Logic cells by family:
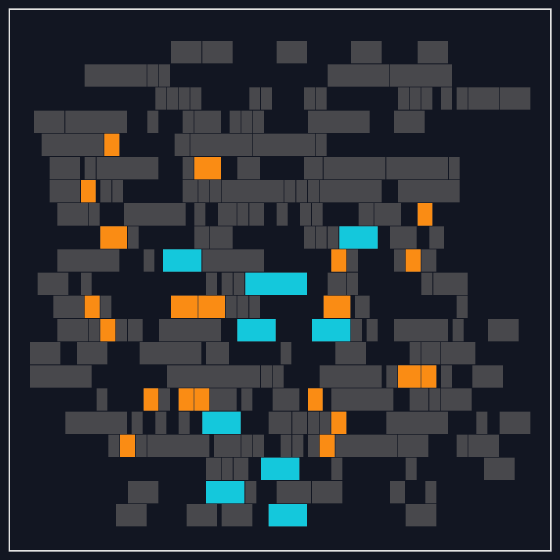
Routed clock nets over the placement:
Scale bar: 20 µm.
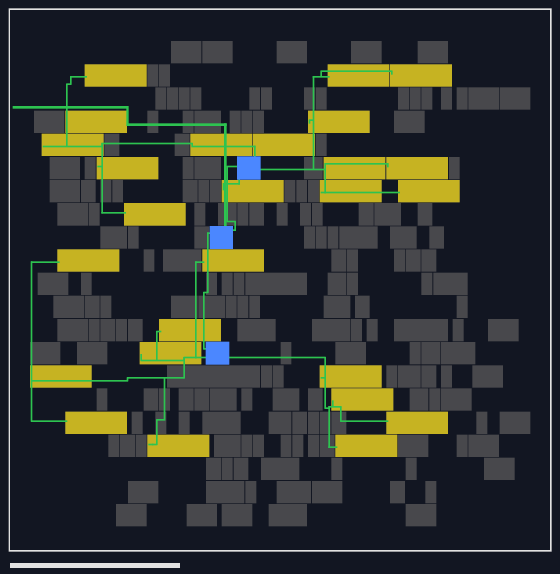
Nets reached from selected ports:
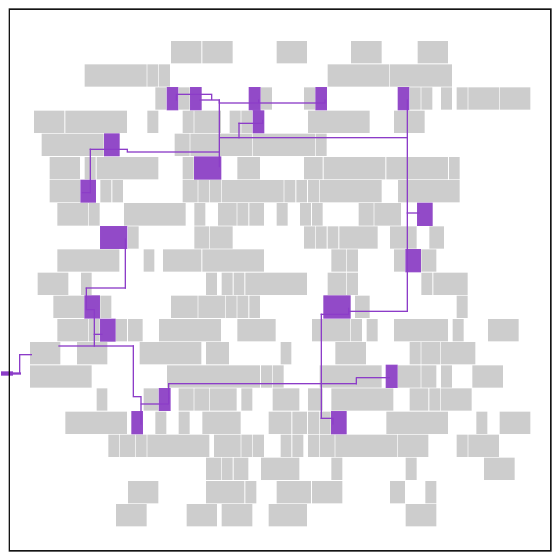
`config.mk`:
```
export PLATFORM = sky130hd
export DESIGN_NAME = ram_fifo_ctrl
export DESIGN_NICKNAME = d
export VERILOG_FILES = /design/src/rtl/ram_fifo_ctrl_pkg.sv /design/src/rtl/ram_fifo_ctrl_wrap_ptr.sv /design/src/rtl/ram_fifo_ctrl.sv
export SDC_FILE = /design/constraint.sdc
export NUM_CORES = 1
export LEC_CHECK = 0
export ABC_AREA = 1
export CORE_MARGIN = 2
export CORE_UTILIZATION = 40
export CTS_BUF_LIST = sky130_fd_sc_hd__clkbuf_4
export CTS_CLUSTER_DIAMETER = 40
export CTS_CLUSTER_SIZE = 14
export DETAILED_ROUTE_END_ITERATION = 10
export PLACE_DENSITY_LB_ADDON = 0.1
export RECOVER_POWER = 25
export SETUP_SLACK_MARGIN = 0.05
export SLEW_MARGIN = 40
export SYNTH_ARGS = -nofsm -noshare
export SYNTH_HDL_FRONTEND = slang
export SYNTH_SLANG_ARGS = --single-unit
```
`constraint.sdc`:
```
create_clock -name clk -period 5.45 [get_ports clk]
set_input_delay 0.545 -clock clk [delete_from_list [all_inputs] [get_ports clk]]
set_output_delay 0.545 -clock clk [all_outputs]
set_load 0.01 [all_outputs]
```
`src/rtl/ram_fifo_ctrl_pkg.sv`:
```
// Shared constants for the RAM-backed FIFO controller.
//   OP_*    : encoding of the registered RAM operation (what the RAM does next edge)
//   GRANT_* : which side won the most recent contested arbitration
package ram_fifo_ctrl_pkg;

  localparam logic [1:0] OP_IDLE = 2'd0;
  localparam logic [1:0] OP_WR   = 2'd1;
  localparam logic [1:0] OP_RD   = 2'd2;

  localparam logic GRANT_PUSH = 1'b0;
  localparam logic GRANT_POP  = 1'b1;

endpackage

```
`src/rtl/ram_fifo_ctrl_wrap_ptr.sv`:
```
// Wrapping FIFO pointer.
//   clk : clock
//   rst : synchronous active-high reset, clears ptr to 0
//   inc : advance ptr by one this edge (wraps at 2**W naturally)
//   ptr : current pointer value
module wrap_ptr #(
  parameter int W = 4
) (
  input  logic         clk,
  input  logic         rst,
  input  logic         inc,
  output logic [W-1:0] ptr
);

  always_ff @(posedge clk) begin
    if (rst) begin
      ptr <= '0;
    end else if (inc) begin
      ptr <= ptr + W'(1);
    end
  end

endmodule

```
`src/rtl/ram_fifo_ctrl.sv`:
```
// FIFO controller sitting in front of a single-port synchronous RAM.
// Converts push/pop handshakes into registered RAM strobes, tracks
// occupancy and returns popped data with rd_valid.
//
// Handshake: a push is taken at a rising edge when push_valid && push_ready,
// a pop when pop_req && pop_ready. Readies are combinational from registered
// state and the opposite side's request; at most one of push/pop is taken
// per edge.
//
// Ports:
//   clk, rst               : clock, synchronous active-high reset
//   push_valid/data/ready  : producer side
//   pop_req/pop_ready      : consumer side
//   rd_data, rd_valid      : popped word, valid two edges after the pop
//   full, empty, count     : occupancy status (0..DEPTH)
//   ram_addr/datain/read/write, ram_dataout : RAM interface
//   op_state               : registered operation state (OP_IDLE/OP_WR/OP_RD)
module ram_fifo_ctrl
  import ram_fifo_ctrl_pkg::*;
#(
  parameter int DATA_W = 4,
  parameter int ADDR_W = 4
) (
  input  logic              clk,
  input  logic              rst,
  input  logic              push_valid,
  input  logic [DATA_W-1:0] push_data,
  output logic              push_ready,
  input  logic              pop_req,
  output logic              pop_ready,
  output logic [DATA_W-1:0] rd_data,
  output logic              rd_valid,
  output logic              full,
  output logic              empty,
  output logic [ADDR_W:0]   count,
  output logic [ADDR_W-1:0] ram_addr,
  output logic [DATA_W-1:0] ram_datain,
  output logic              ram_read,
  output logic              ram_write,
  input  logic [DATA_W-1:0] ram_dataout,
  output logic [1:0]        op_state
);

  localparam int DEPTH = 1 << ADDR_W;

  logic [ADDR_W-1:0] wptr;
  logic [ADDR_W-1:0] rptr;
  logic              last_grant;
  logic [1:0]        rd_pipe;
  logic              push_elig;
  logic              pop_elig;
  logic              contested;
  logic              push_fire;
  logic              pop_fire;

  assign full  = (count == (ADDR_W+1)'(DEPTH));
  assign empty = (count == '0);

  assign push_elig = push_valid && !full;
  assign pop_elig  = pop_req && !empty;
  assign contested = push_elig && pop_elig;

  // When both sides are eligible the one named in last_grant backs off,
  // so contested grants alternate; last_grant resets to POP so push wins first.
  assign push_ready = !full  && !(pop_elig  && last_grant == GRANT_PUSH);
  assign pop_ready  = !empty && !(push_elig && last_grant == GRANT_POP);

  assign push_fire = push_valid && push_ready;
  assign pop_fire  = pop_req && pop_ready;

  wrap_ptr #(.W(ADDR_W)) u_wptr (
    .clk (clk),
    .rst (rst),
    .inc (push_fire),
    .ptr (wptr)
  );

  wrap_ptr #(.W(ADDR_W)) u_rptr (
    .clk (clk),
    .rst (rst),
    .inc (pop_fire),
    .ptr (rptr)
  );

  // Strobes decode straight from the registered op, so they can never overlap.
  assign ram_write = (op_state == OP_WR);
  assign ram_read  = (op_state == OP_RD);

  // RAM registers its output on the read edge; rd_data is a pass-through.
  assign rd_data  = ram_dataout;
  assign rd_valid = rd_pipe[1];

  always_ff @(posedge clk) begin
    if (rst) begin
      count      <= '0;
      last_grant <= GRANT_POP;
      op_state   <= OP_IDLE;
      ram_addr   <= '0;
      ram_datain <= '0;
      rd_pipe    <= '0;
    end else begin
      if (push_fire && !pop_fire) begin
        count <= count + (ADDR_W+1)'(1);
      end else if (pop_fire && !push_fire) begin
        count <= count - (ADDR_W+1)'(1);
      end

      if (contested) begin
        last_grant <= push_fire ? GRANT_PUSH : GRANT_POP;
      end

      // Stage 0: read strobe is on the bus; stage 1: RAM output holds the word.
      rd_pipe <= {rd_pipe[0], pop_fire};

      if (push_fire) begin
        op_state   <= OP_WR;
        ram_addr   <= wptr;
        ram_datain <= push_data;
      end else if (pop_fire) begin
        op_state <= OP_RD;
        ram_addr <= rptr;
      end else begin
        op_state <= OP_IDLE;
      end
    end
  end

endmodule

```
==> results.txt <==
status = completed
worst slew pin tran = 836 ps
Final Max Slew Viols = 0
Clock Sinks = 26
vias = 1166
clock network area share = 3.04%
Worst Path Required = 5700 ps
initial antenna violation count = 0
Finished Layout Cells = 255
Seq share, synth = 36.8%
clock tree buffer depth = 2
Reg2Reg Capture Point = count[4]
DR WL met2 = 1310 µm
final period utilization = 62.1%
Crit path max-delay family = simple AND/OR/NAND/NOR gates
io pins = 38
Comb/total area = 40.0%
hold_buf cts = 0
crit path launch = count[1]
# diodes = 0
flop share of the area = 30.1%
max_cap viols = 0
Worst R2R Setup Slack = 2070 ps
# fillers = 351
Die ar. = 4030 µm²
CTS tree = built
share of cells above drive strength 1 = 10.0%
normalized max-slew margin = 44.1%
cell taking the most area after synthesis = dfxtp_1
top routing layer in use = met4
post-detailed-route wirelength per cell = 11.2 µm
Die Y = 63.5 µm
Final TNS setup = 0 ps
reg2reg path depth = 16
CP Capture Point = count[4]
kind of critical path = reg2reg
Multi-Input Combinational = 120
Port Buf Inserts = 29
Detail Route Antenna Nets = 0
unrepaired setup endpoints after global routing = no
top cells, area = dfxtp_1, nand2_1, inv_1
Max VDD drop = 0.293 mV
maximum fanout along the worst path = 14
## Picture notes: 'logic cells by family'
Key: inverting AOI/OAI gates = orange [cells 21, most used a21oi_1]; adder and majority cells = cyan [cells 9, most used ha_1]

## Picture notes: 'routed clock nets over the placement'
Key: cells driving clock nets = blue [count 3]; flip-flops = yellow [count 26]; clock wires = green [length 293 µm]
There are 4 routed clock nets.

## Picture notes: 'nets reached from selected ports'
Key: rst = purple [direction input, edge left, end cells 19, buffers 1, wire 203 µm]

==> tightest hold or removal path, stage by stage (launching register included) <==
cell and delay [ps]:
dfxtp_1 330, inv_1 40, nor2_1 30
==> cells in the mapped netlist (all sizes together) <==
library cell	n
fa	1
buf	7
ha	8
nand2	45
nand3	15
nor2	23
inv	30
a21oi	13
xnor2	4
a21o	1
xor2	2
o211ai	1
o21ai	7
dfxtp	26
clkbuf	1
==> where the power goes <==
group / leakage [µW] / switching, µW / internal [µW]
clock network: 0.0000279 / 56.9 / 74.3
registers: 0.000214 / 46.3 / 231
logic: 0.000555 / 228 / 197
==> sequential cells by signal, summed over array words and instances, names as in the netlist <==
register    flops
u_wptr.ptr      4
ram_addr        4
last_grant      1
rd_pipe         2
op_state        2
ram_datain      4
u_rptr.ptr      4
count           5
Power and IR drop assume default switching activity.
